### src/rtl/filter_pkg.sv
// Shared definitions for the frame controller: FSM encoding, statistic width
// and the default per-line acknowledge timeout.
package filter_pkg;

  typedef enum logic [2:0] {
    ST_IDLE,
    ST_LOAD,
    ST_REQ,
    ST_NEXT,
    ST_DONE
  } state_e;

  localparam int unsigned STAT_W          = 32;
  localparam int unsigned ACK_TIMEOUT_DEF = 65535;

endpackage

### src/rtl/filter_frame_stats.sv
// Frame statistics: running cycle counter, last frame length, accumulated
// frame length and frame count.
module filter_frame_stats
  import filter_pkg::*;
(
  input  logic              pclk,
  input  logic              prst,
  input  logic              clear_i,
  input  logic              count_i,
  input  logic              done_i,
  output logic [STAT_W-1:0] frame_cycle_o,
  output logic [STAT_W-1:0] frame_cycle_sum_o,
  output logic [STAT_W-1:0] frame_number_o
);

  logic [STAT_W-1:0] cnt_q, cnt_d;
  logic [STAT_W-1:0] cyc_q, cyc_d;
  logic [STAT_W-1:0] sum_q, sum_d;
  logic [STAT_W-1:0] num_q, num_d;
  logic [STAT_W-1:0] cnt_inc;

  assign cnt_inc = cnt_q + STAT_W'(1);

  always_comb begin
    cnt_d = cnt_q;
    cyc_d = cyc_q;
    sum_d = sum_q;
    num_d = num_q;
    if (clear_i) begin
      cnt_d = '0;
    end else if (count_i) begin
      cnt_d = cnt_inc;
    end
    // The DONE cycle itself is part of the frame length.
    if (done_i) begin
      cyc_d = cnt_inc;
      sum_d = sum_q + cnt_inc;
      num_d = num_q + STAT_W'(1);
    end
  end

  always_ff @(posedge pclk) begin
    if (prst) begin
      cnt_q <= '0;
      cyc_q <= '0;
      sum_q <= '0;
      num_q <= '0;
    end else begin
      cnt_q <= cnt_d;
      cyc_q <= cyc_d;
      sum_q <= sum_d;
      num_q <= num_d;
    end
  end

  assign frame_cycle_o     = cyc_q;
  assign frame_cycle_sum_o = sum_q;
  assign frame_number_o    = num_q;

endmodule

### src/rtl/filter_frame_ctrl.sv
// Frame controller: walks a frame line by line, handing one line descriptor
// at a time to the line engine and collecting per-frame statistics.
module filter_frame_ctrl
  import filter_pkg::*;
#(
  parameter int unsigned ACK_TIMEOUT = ACK_TIMEOUT_DEF
) (
  input  logic        pclk,
  input  logic        prst,
  input  logic        frame_start,
  input  logic [15:0] frame_width,
  input  logic [15:0] frame_height,
  input  logic [31:0] baseImageI,
  input  logic [31:0] baseImageO,
  input  logic        pixel_size,
  output logic        line_req,
  input  logic        line_ack,
  output logic [31:0] line_rd_addr,
  output logic [31:0] line_wr_addr,
  output logic [15:0] line_len,
  output logic [15:0] line_idx,
  output logic        frame_done,
  output logic [31:0] frame_number,
  output logic [31:0] frame_cycle,
  output logic [31:0] frame_cycle_sum,
  output logic        busy,
  output logic        err
);

  localparam logic [31:0] WAIT_LAST = 32'(ACK_TIMEOUT - 1);

  state_e      state_q, state_d;
  logic [15:0] width_q, width_d;
  logic [15:0] height_q, height_d;
  logic [31:0] base_i_q, base_i_d;
  logic [31:0] base_o_q, base_o_d;
  logic        psize_q, psize_d;
  logic [16:0] stride_q, stride_d;
  logic [31:0] rd_q, rd_d;
  logic [31:0] wr_q, wr_d;
  logic [15:0] idx_q, idx_d;
  logic [31:0] wait_q, wait_d;
  logic        err_q, err_d;
  logic        start_acc;

  always_comb begin
    state_d   = state_q;
    width_d   = width_q;
    height_d  = height_q;
    base_i_d  = base_i_q;
    base_o_d  = base_o_q;
    psize_d   = psize_q;
    stride_d  = stride_q;
    rd_d      = rd_q;
    wr_d      = wr_q;
    idx_d     = idx_q;
    wait_d    = wait_q;
    err_d     = err_q;
    start_acc = 1'b0;
    unique case (state_q)
      ST_IDLE: begin
        if (frame_start) begin
          start_acc = 1'b1;
          width_d   = frame_width;
          height_d  = frame_height;
          base_i_d  = baseImageI;
          base_o_d  = baseImageO;
          psize_d   = pixel_size;
          err_d     = 1'b0;
          state_d   = ST_LOAD;
        end
      end
      ST_LOAD: begin
        stride_d = {1'b0, width_q} << psize_q;
        rd_d     = base_i_q;
        wr_d     = base_o_q;
        idx_d    = '0;
        wait_d   = '0;
        state_d  = (width_q == '0 || height_q == '0) ? ST_DONE : ST_REQ;
      end
      ST_REQ: begin
        // Acknowledge wins even in the last allowed wait cycle.
        if (line_ack) begin
          state_d = ST_NEXT;
        end else if (wait_q == WAIT_LAST) begin
          err_d   = 1'b1;
          state_d = ST_DONE;
        end else begin
          wait_d = wait_q + 32'd1;
        end
      end
      ST_NEXT: begin
        rd_d    = rd_q + {15'd0, stride_q};
        wr_d    = wr_q + {15'd0, stride_q};
        idx_d   = idx_q + 16'd1;
        wait_d  = '0;
        state_d = (idx_q == height_q - 16'd1) ? ST_DONE : ST_REQ;
      end
      ST_DONE: begin
        state_d = ST_IDLE;
      end
      default: begin
        state_d = ST_IDLE;
      end
    endcase
  end

  always_ff @(posedge pclk) begin
    if (prst) begin
      state_q  <= ST_IDLE;
      width_q  <= '0;
      height_q <= '0;
      base_i_q <= '0;
      base_o_q <= '0;
      psize_q  <= 1'b0;
      stride_q <= '0;
      rd_q     <= '0;
      wr_q     <= '0;
      idx_q    <= '0;
      wait_q   <= '0;
      err_q    <= 1'b0;
    end else begin
      state_q  <= state_d;
      width_q  <= width_d;
      height_q <= height_d;
      base_i_q <= base_i_d;
      base_o_q <= base_o_d;
      psize_q  <= psize_d;
      stride_q <= stride_d;
      rd_q     <= rd_d;
      wr_q     <= wr_d;
      idx_q    <= idx_d;
      wait_q   <= wait_d;
      err_q    <= err_d;
    end
  end

  filter_frame_stats u_stats (
    .pclk              (pclk),
    .prst              (prst),
    .clear_i           (start_acc),
    .count_i           (state_q != ST_IDLE),
    .done_i            (state_q == ST_DONE),
    .frame_cycle_o     (frame_cycle),
    .frame_cycle_sum_o (frame_cycle_sum),
    .frame_number_o    (frame_number)
  );

  assign line_req     = (state_q == ST_REQ);
  assign frame_done   = (state_q == ST_DONE);
  assign busy         = (state_q != ST_IDLE);
  assign line_rd_addr = rd_q;
  assign line_wr_addr = wr_q;
  assign line_len     = width_q;
  assign line_idx     = idx_q;
  assign err          = err_q;

endmodule
### config.mk
export PLATFORM = sky130hd
export DESIGN_NAME = filter_frame_ctrl
export DESIGN_NICKNAME = d
export VERILOG_FILES = /design/src/rtl/filter_pkg.sv /design/src/rtl/filter_frame_stats.sv /design/src/rtl/filter_frame_ctrl.sv
export SDC_FILE = /design/constraint.sdc
export NUM_CORES = 1
export LEC_CHECK = 0
export ABC_AREA = 1
export CORE_MARGIN = 2
export CORE_UTILIZATION = 30
export DETAILED_ROUTE_END_ITERATION = 8
export HOLD_SLACK_MARGIN = 0.03
export PLACE_DENSITY = 0.61
export SLEW_MARGIN = 20
export SYNTH_ARGS = -nofsm -noshare
export SYNTH_HDL_FRONTEND = slang
export SYNTH_SLANG_ARGS = --single-unit
### constraint.sdc
create_clock -name pclk -period 8.11 [get_ports pclk]
set_clock_uncertainty 0.15 [all_clocks]
set_input_delay 1.622 -clock pclk [delete_from_list [all_inputs] [get_ports pclk]]
set_output_delay 1.622 -clock pclk [all_outputs]
set_load 0.005 [all_outputs]
==> notes.md, run 1 <==
fresh numbers from the pnr run: status finished clean, fraction of area in multi-input gates 45.2%, met3 usage in global routing approximately 3.1%, syn_nets between 3000 and 4000, buffer and inverter count on the worst path 3, # DRC 0, Plain + repair buffers roughly 310, wire length on met3 around 4400 µm, Primary FF master, synth dfxtp_1, Signal inverters 338, Seq cells post-synth 358, reg2reg start u_stats.cnt_q[0], Final clock-cell share under 10%, die area roughly 71000 µm², yosys adder share 4.66%, fin area approximately 26000 µm², clk root buf clkbuf_16, max incr delay on CP ~600 ps, hold depth 2, fillers 7288, layout cells sized above 1 4.86%, RR Endpoint u_stats.frame_cycle_sum_o[21], Seq cells 358, Synth top area share a little over a third, Sum Neg Setup Slack 0 ps, # Cells Yosys ~3100, R2R depth 17, Hold Fails Final Rpt 0, Longest Clk Path Bufs 3, post-route ant nets 0, Max-area cell class logic gates, and+or+nand+nor area frac 29.9%, fmax 216 MHz, tool warnings 28, CTS tree yes, clk_lat worst skew 610 ps, fp util a little under a third, placed cell count 4156, Worst IR Drop VDD between 0.0001 and 0.00015 V, CP Class flop to primary output, Setup violations, final 0, Seq power roughly 2 mW, depth of the CTS H-tree 2, clock slew at reported path FFs 60 ps, layout clock buffer count ~60, Tot Pwr around 5.1 mW, highest-power group clock, ao+oa area frac between 10% and 20%, Avg Cell Area, Syn ~6.7 µm², Max Cap Viol 0, Comb area about 12000 µm², RSZ-0062 raised after global routing no, area growth from synthesis to layout 25.7%, Worst Tran Pin Value a little over 1000 ps, Pwr Density about 200 nW/µm², commonest cells in the synthesized netlist nand2_1, dfxtp_1, nor2_1, a21oi_1, inv_1, Final Max Slew Viols 0, Antenna diodes 0, GR peak layer met2, # clock sinks about 360, crit path cell chain nor2_1 -> nand2_1 -> buf_4 -> clkinv_2 -> clkdlybuf4s50_1, Chip Area, Yosys 20600 µm², routed wl met2 roughly 32000 µm, Area after DPL 24300 µm², yosys warns 0, final hold slack between 300 and 400 ps, beginning of the worst hold path base_i_q[18], Leak Pwr 10.4 nW, dominant kind of combinational cell simple AND/OR/NAND/NOR gates, Worst Setup Start Kind flop, Final Cycle Share between 50% and 60%, RD Place Congestion roughly 0.93, most numerous cell in the Yosys netlist nand2_1, post-synth top area cell dfxtp_1, Internal 3.54 mW, most frequent cells in the layout nand2_1, dfxtp_1, nor2_1, initial antenna violation count 2, combinational share of power 17.9%, Min-Delay Endpoint base_i_q[18], Worst EP arrival around 2900 ps, Hold Crit Class flop to flop, Reg power frac 39.1%, vias in the first global route between 15000 and 20000, Critical Path RT roughly 6300 ps, WL met1 between 30000 and 40000 µm, Rel. slew slack roughly a third, nets 3496, Unique masters post-synth between 50 and 60, CTS Buf Count roughly 44, post-layout util 37.9%, Synth mux share 0%, storage element area between 7000 and 8000 µm², Synth Seq Share between 30% and 40%, Vias per Instance 4.97, global-route wire length before repair 110000 µm, Worst Setup SP state_q[0], XOR Share, Synth approximately 3.8%, reg-to-reg slack, setup around 4200 ps, Initial DRT Pass Iterations 5, Overflow after GRT 0, mapped cell area between 20000 and 25000 µm², row count 96, num tapcells around 880, GR Util met2 approximately 32%, postcts setup bufs 0, Setup WS pre-CTS ~3800 ps, critical path endpoint frame_done, Power Clock between 2 and 2.5 mW, top cells by area dfxtp_1, nand2_1, a21oi_1, post-DP HPWL 51800 µm, CP max stage cell clkdlybuf4s50_1, largest net degree at the start of global routing 98, Post-synth EDFFs 0, minimum clock period ~4600 ps, Critical Path Sink Type primary output, cells after synthesis 3086, post-CTS resize count 0, Finished Layout Cells around 4200, #MultiIn Comb roughly 2300
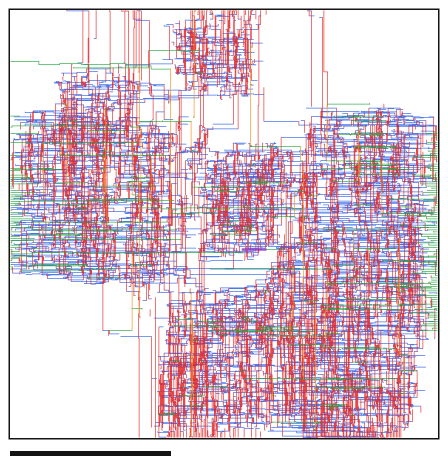
*Metal layers overlaid, run 1*
Bar = 100 µm.
layer	colour	wire length
M3	green	4440 µm
M5	purple	13.8 µm
M4	orange	1440 µm
M1	blue	32.4 mm
M2	red	32.0 mm
drt wl/cell: 16.6 µm
via count: 21065
Total Routing Usage GR: 19.3%
Post-Route WL: 70300 µm

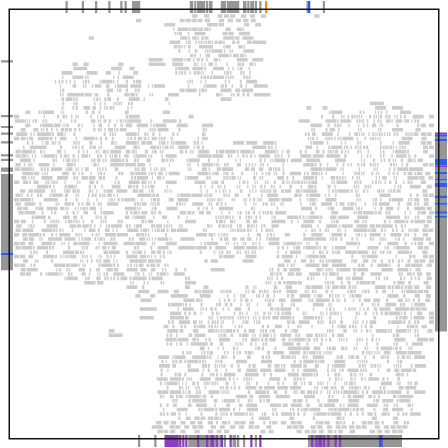
*Pin placement, run 1*
Pins as bars across the die edge, other pins in grey.
port	colour	pins	direction	edge
`frame_height`	blue	16	input	13 east, 1 south, 1 north, 1 west
`err`	orange	1	output	north
`baseImageI`	purple	32	input	30 south, 2 east
all pins by edge	109 south, 91 east, 53 west, 44 north
height of the chip: 266 µm
x dimension of the die: 266 µm
# port buffers: 296

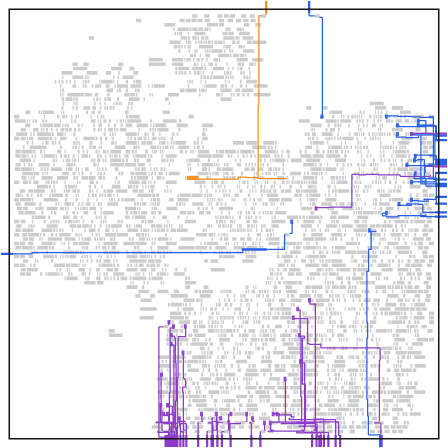
*Wires at chosen ports, followed through buffers, run 1*
port	colour	direction	end cells	buffers	wire
`err`	orange	output	1	1	162 µm
`frame_height`	blue	input	16	16	892 µm
`baseImageI`	purple	input	32	32	1540 µm
I/O pins: 297

### Placement view, run 1

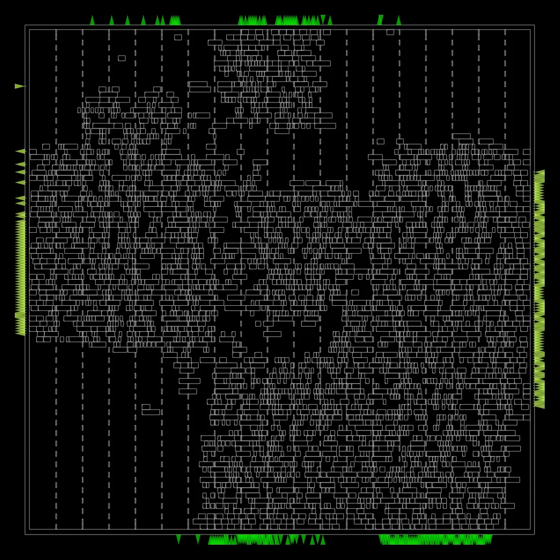

--- run 2 (diff from run 1) ---
clock period = 4.4 ns   (was 8.11 ns; I/O delays follow)
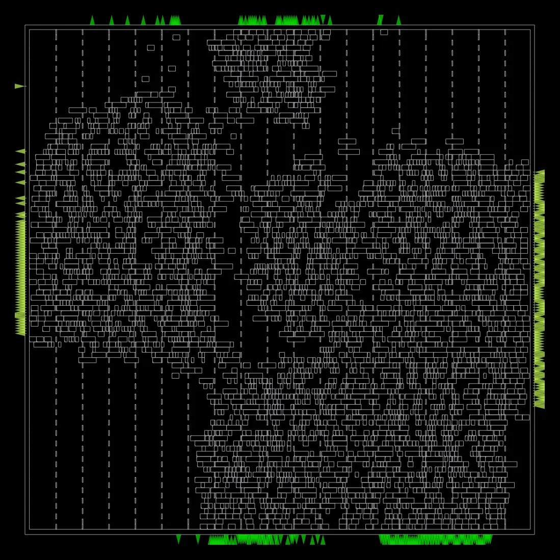
*Placement view, run 2*
row count: 96
sequential cell area share: 27.7%
fillers: 7238
Seq cells: 358
core area: 68300 µm²

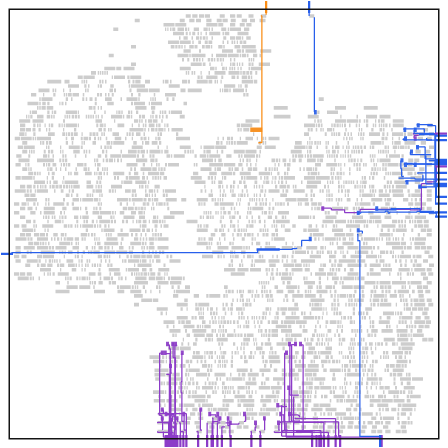
*Wires at chosen ports, followed through buffers, run 2*
port	colour	direction	end cells	buffers	wire
`frame_height`	blue	input	16	16	863 µm
`err`	orange	output	1	1	84.2 µm
`baseImageI`	purple	input	32	32	1380 µm

==> run 2 against run 1 <==
Net effect:
- critical path depth is 14 higher
- worst hold slack got worse by 2.7 ps
- clock power is about 70% higher
- via count grew 0.77%
==> notes.md, run 2 <==
fresh numbers from the pnr run: status finished clean, R2R depth 19, and+or+nand+nor area frac between 20 and 30%, reg-to-reg slack, setup about 650 ps, clk_lat worst skew between 500 and 600 ps, Synth Seq Share around a third, Max-area cell class logic gates, clk root buf clkbuf_16, ao+oa area frac a little under a fifth, Plain + repair buffers 318, Overflow after GRT 0, RD Place Congestion between 0.9 and 1, num tapcells around 880, # Cells Yosys about 3100, Seq cells post-synth between 300 and 400, initial antenna violation count 3, Primary FF master, synth dfxtp_1, Antenna diodes 1, fp util 30.2%, Seq power between 3 and 4 mW, critical path endpoint u_stats.frame_cycle_sum_o[25], layout clock buffer count 62, Reg power frac 40.2%, clock slew at reported path FFs around 60 ps, CTS Buf Count around 44, Worst Setup SP u_stats.cnt_q[0], Tot Pwr between 9 and 10 mW, Final Max Slew Viols 0, post-CTS resize count 0, CTS tree yes, GR Util met2 a little under a third, Comb area 11700 µm², Post-Route WL 71500 µm, via count 21227, Post-synth EDFFs 0, # port buffers ~300, post-DP HPWL between 50000 and 60000 µm, most numerous cell in the Yosys netlist nand2_1, post-route ant nets 0, RSZ-0062 raised after global routing no, minimum clock period 3750 ps, Avg Cell Area, Syn between 6 and 7 µm², Hold Crit Class flop to flop, family with the most delay on the worst path simple AND/OR/NAND/NOR gates, post-layout util between 30 and 40%, # clock sinks approximately 360, drt wl/cell 16.8 µm, crit path cell chain ha_1 -> nand2_2 -> nor2_4 -> nand2_2 -> nor2_4 -> nand3_2 -> or3_4 -> xor2_1 -> inv_1 -> ha_1 -> a21oi_1 -> o21ai_0 -> a21o_1 -> nand2_1 -> nand3_1 -> nand2_1 -> nand2_1 -> o21ai_0 -> inv_1, wire length on met3 around 4700 µm, Chip Area, Yosys 20600 µm², Worst Tran Pin Value ~1100 ps, Total Routing Usage GR around 20%, Sum Neg Setup Slack 0 ps, Worst IR Drop VDD ~0.00019 V, Signal inverters 338, Setup WS pre-CTS a little over 700 ps, # DRC 0, RR Endpoint u_stats.frame_cycle_sum_o[25], XOR Share, Synth approximately 3.8%, buffer and inverter count on the worst path 2, global-route wire length before repair approximately 110000 µm, Setup violations, final 0, Vias per Instance between 4 and 5, commonest cells in the synthesized netlist nand2_1, dfxtp_1, nor2_1, a21oi_1, inv_1, CP max stage cell dfxtp_1, Min-Delay Endpoint base_o_q[24], I/O pins around 300, most frequent cells in the layout nand2_1, dfxtp_1, nor2_1, Longest Clk Path Bufs 3, Final Cycle Share 85.2%, Rel. slew slack a little over a quarter, Initial DRT Pass Iterations 5, post-synth top area cell dfxtp_1, Worst EP arrival about 4100 ps, syn_nets 3262, fraction of area in multi-input gates 45.3%, depth of the CTS H-tree 2, combinational share of power a little under a fifth, vias in the first global route around 20000, x dimension of the die ~270 µm, CP Class flop to flop, Hold Fails Final Rpt 0, Synth mux share 0%, largest net degree at the start of global routing about 170, highest-power group clock, Power Clock roughly 3.7 mW, fmax between 200 and 300 MHz, Final clock-cell share between 5 and 6%, fin area approximately 26000 µm², reg2reg start u_stats.cnt_q[0], yosys warns 0, #MultiIn Comb between 2000 and 2500, Synth top area share approximately a third, routed wl met2 31800 µm, WL met1 about 33000 µm, Area after DPL approximately 24000 µm², Critical Path RT around 4700 ps, Max Cap Viol 0, cells after synthesis a little over 3000, die area a little over 70000 µm², beginning of the worst hold path base_o_q[24], placed cell count 4165, hold depth 2, Unique masters post-synth around 55, Internal around 6.3 mW, met3 usage in global routing 3.96%, height of the chip between 200 and 300 µm, Worst Setup Start Kind flop, most frequent CP cell nand2_1, Pwr Density ~350 nW/µm², final hold slack roughly 310 ps, mapped cell area approximately 21000 µm², nets around 3500, layout cells sized above 1 5.17%
### Metal layers overlaid, run 2

Bar = 100 µm.
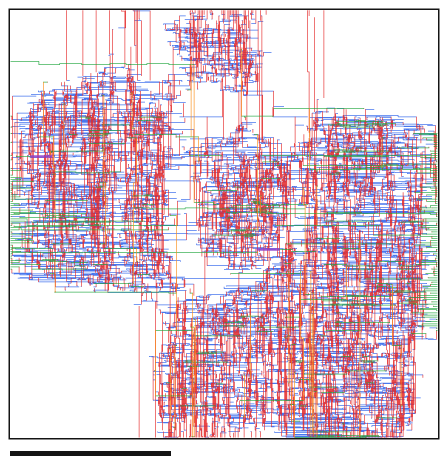

--- run 3 (diff from run 2) ---
CTS_CLUSTER_DIAMETER = 40   (was not set)
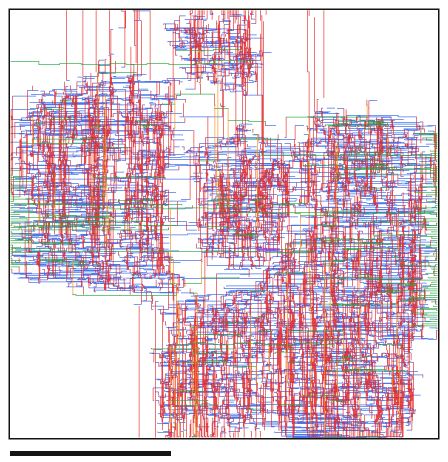
*Metal layers overlaid, run 3*
Bar = 100 µm.
layer	colour	wire length
M1	blue	33.3 mm
M2	red	32.2 mm
M3	green	4670 µm
M4	orange	1990 µm
M5	purple	12.9 µm
drt wl/cell: 16.8 µm
via count: 21318
Total Routing Usage GR: 19.8%
Post-Route WL: 72100 µm

==> run 3 against run 2 <==
Net effect:
- via count up 0.43%
- critical endpoint unchanged
- routed wire length up 0.83%
- worst hold slack worse by 1.0 ps
- largest cell class unchanged
==> notes.md, run 3 <==
fresh numbers from the pnr run: critical path endpoint u_stats.frame_cycle_sum_o[25], routed wl met2 approximately 32000 µm, RSZ-0062 raised after global routing no, Area after DPL roughly 24000 µm², Seq cells 358, Unique masters post-synth roughly 55, Synth mux share 0%, global-route wire length before repair roughly 110000 µm, Commonest Layout Cell nand2_1, buffer and inverter count on the worst path 2, CP max stage cell dfxtp_1, post-synth top area cell dfxtp_1, commonest cells in the synthesized netlist nand2_1, dfxtp_1, nor2_1, a21oi_1, inv_1, crit path cell chain ha_1 -> nand2_2 -> nor2_4 -> nand2_2 -> nor2_4 -> nand3_2 -> or3_4 -> xor2_1 -> inv_1 -> ha_1 -> a21oi_1 -> o21ai_0 -> a21o_1 -> nand2_1 -> nand3_1 -> nand2_1 -> nand2_1 -> o21ai_0 -> inv_1, Overflow after GRT 0, Setup WS pre-CTS 717 ps, die area roughly 70000 µm², Seq cells post-synth 358, Comb area between 10000 and 15000 µm², num tapcells 882, # clock sinks ~360, Antenna diodes 1, Longest Clk Path Bufs 3, CP Class flop to flop, cells after synthesis roughly 3100, RD Place Congestion between 0.9 and 1, # DRC 0, Worst Setup Start Kind flop, Synth top area share 34.7%, XOR Share, Synth about 3.8%, ao+oa area frac 18.3%, CTS Buf Count about 71, post-layout util 39.4%, combinational share of power ~16%, initial antenna violation count 2, Chip Area, Yosys just over 20000 µm², Final Cycle Share 85.1%, # Cells Yosys just over 3000, row count about 96, Worst EP arrival approximately 4100 ps, beginning of the worst hold path base_i_q[29], max incr delay on CP between 400 and 500 ps, R2R depth 19, post-CTS resize count 0, Rel. slew slack 25.3%, family with the most delay on the worst path simple AND/OR/NAND/NOR gates, height of the chip about 270 µm, mapped cell area between 20000 and 25000 µm², vias in the first global route approximately 20000, tool warnings 30, Pwr Density 413 nW/µm², Synth Seq Share 34.7%, # port buffers 296, Tot Pwr approximately 11 mW, Avg Cell Area, Syn between 6 and 7 µm², fp util around 30%, depth of the CTS H-tree 3, syn_nets 3262, post-route ant nets 0, reg2reg start u_stats.cnt_q[0], Worst Setup SP u_stats.cnt_q[0], status finished clean, Internal between 7 and 8 mW, area growth from synthesis to layout 30.6%, most numerous cell in the Yosys netlist nand2_1, core area 68300 µm², top cells by area dfxtp_1, nand2_1, a21oi_1, fillers slightly above 7000, WL met1 33300 µm, final hold slack roughly 310 ps, highest-power group clock, minimum clock period 3740 ps, Reg power frac 33.2%, Seq power ~3.7 mW, layout cells sized above 1 under 10%, nets between 3000 and 4000, #MultiIn Comb approximately 2300, CTS tree yes, Critical Path Sink Type flop, Hold Crit Class flop to flop, Sum Neg Setup Slack 0 ps, Critical Path RT approximately 4700 ps, Final Max Slew Viols 0, dominant kind of combinational cell simple AND/OR/NAND/NOR gates, Min-Delay Endpoint base_i_q[29], met3 usage in global routing ~4.4%, fmax approximately 270 MHz, reg-to-reg slack, setup ~660 ps, non-clk buf share between 10% and 20%, x dimension of the die ~270 µm, layout clock buffer count slightly below 90, Max Cap Viol 0, most frequent cells in the layout nand2_1, dfxtp_1, nor2_1, worst setup margin ~660 ps, Worst Tran Pin Value roughly 1100 ps, GR Util met2 between 30% and 40%, postcts setup bufs 0, Finished Layout Cells 4294, fin area about 27000 µm², Primary FF master, synth dfxtp_1, largest net degree at the start of global routing 169, storage element area just over 7000 µm², Setup violations, final 0, Signal inverters between 300 and 400, Post-synth EDFFs 0, Leak Pwr between 10 and 15 nW, RR Endpoint u_stats.frame_cycle_sum_o[25], yosys warns 0, hold depth 2
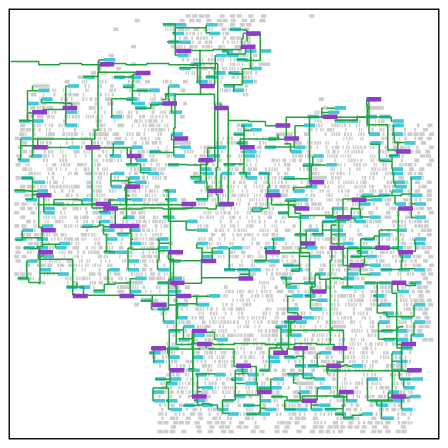
*Clock network drawn from the DEF, run 3*
[flip-flops] cyan | count: 358
[clock-net drivers] purple | count: 71
[clock wires] green | length: 5970 µm
routed clock nets	72
Power Clock: 5.68 mW
clk_lat worst skew: 630 ps

No activity file was given, so power comes from the tool's default toggle rates.
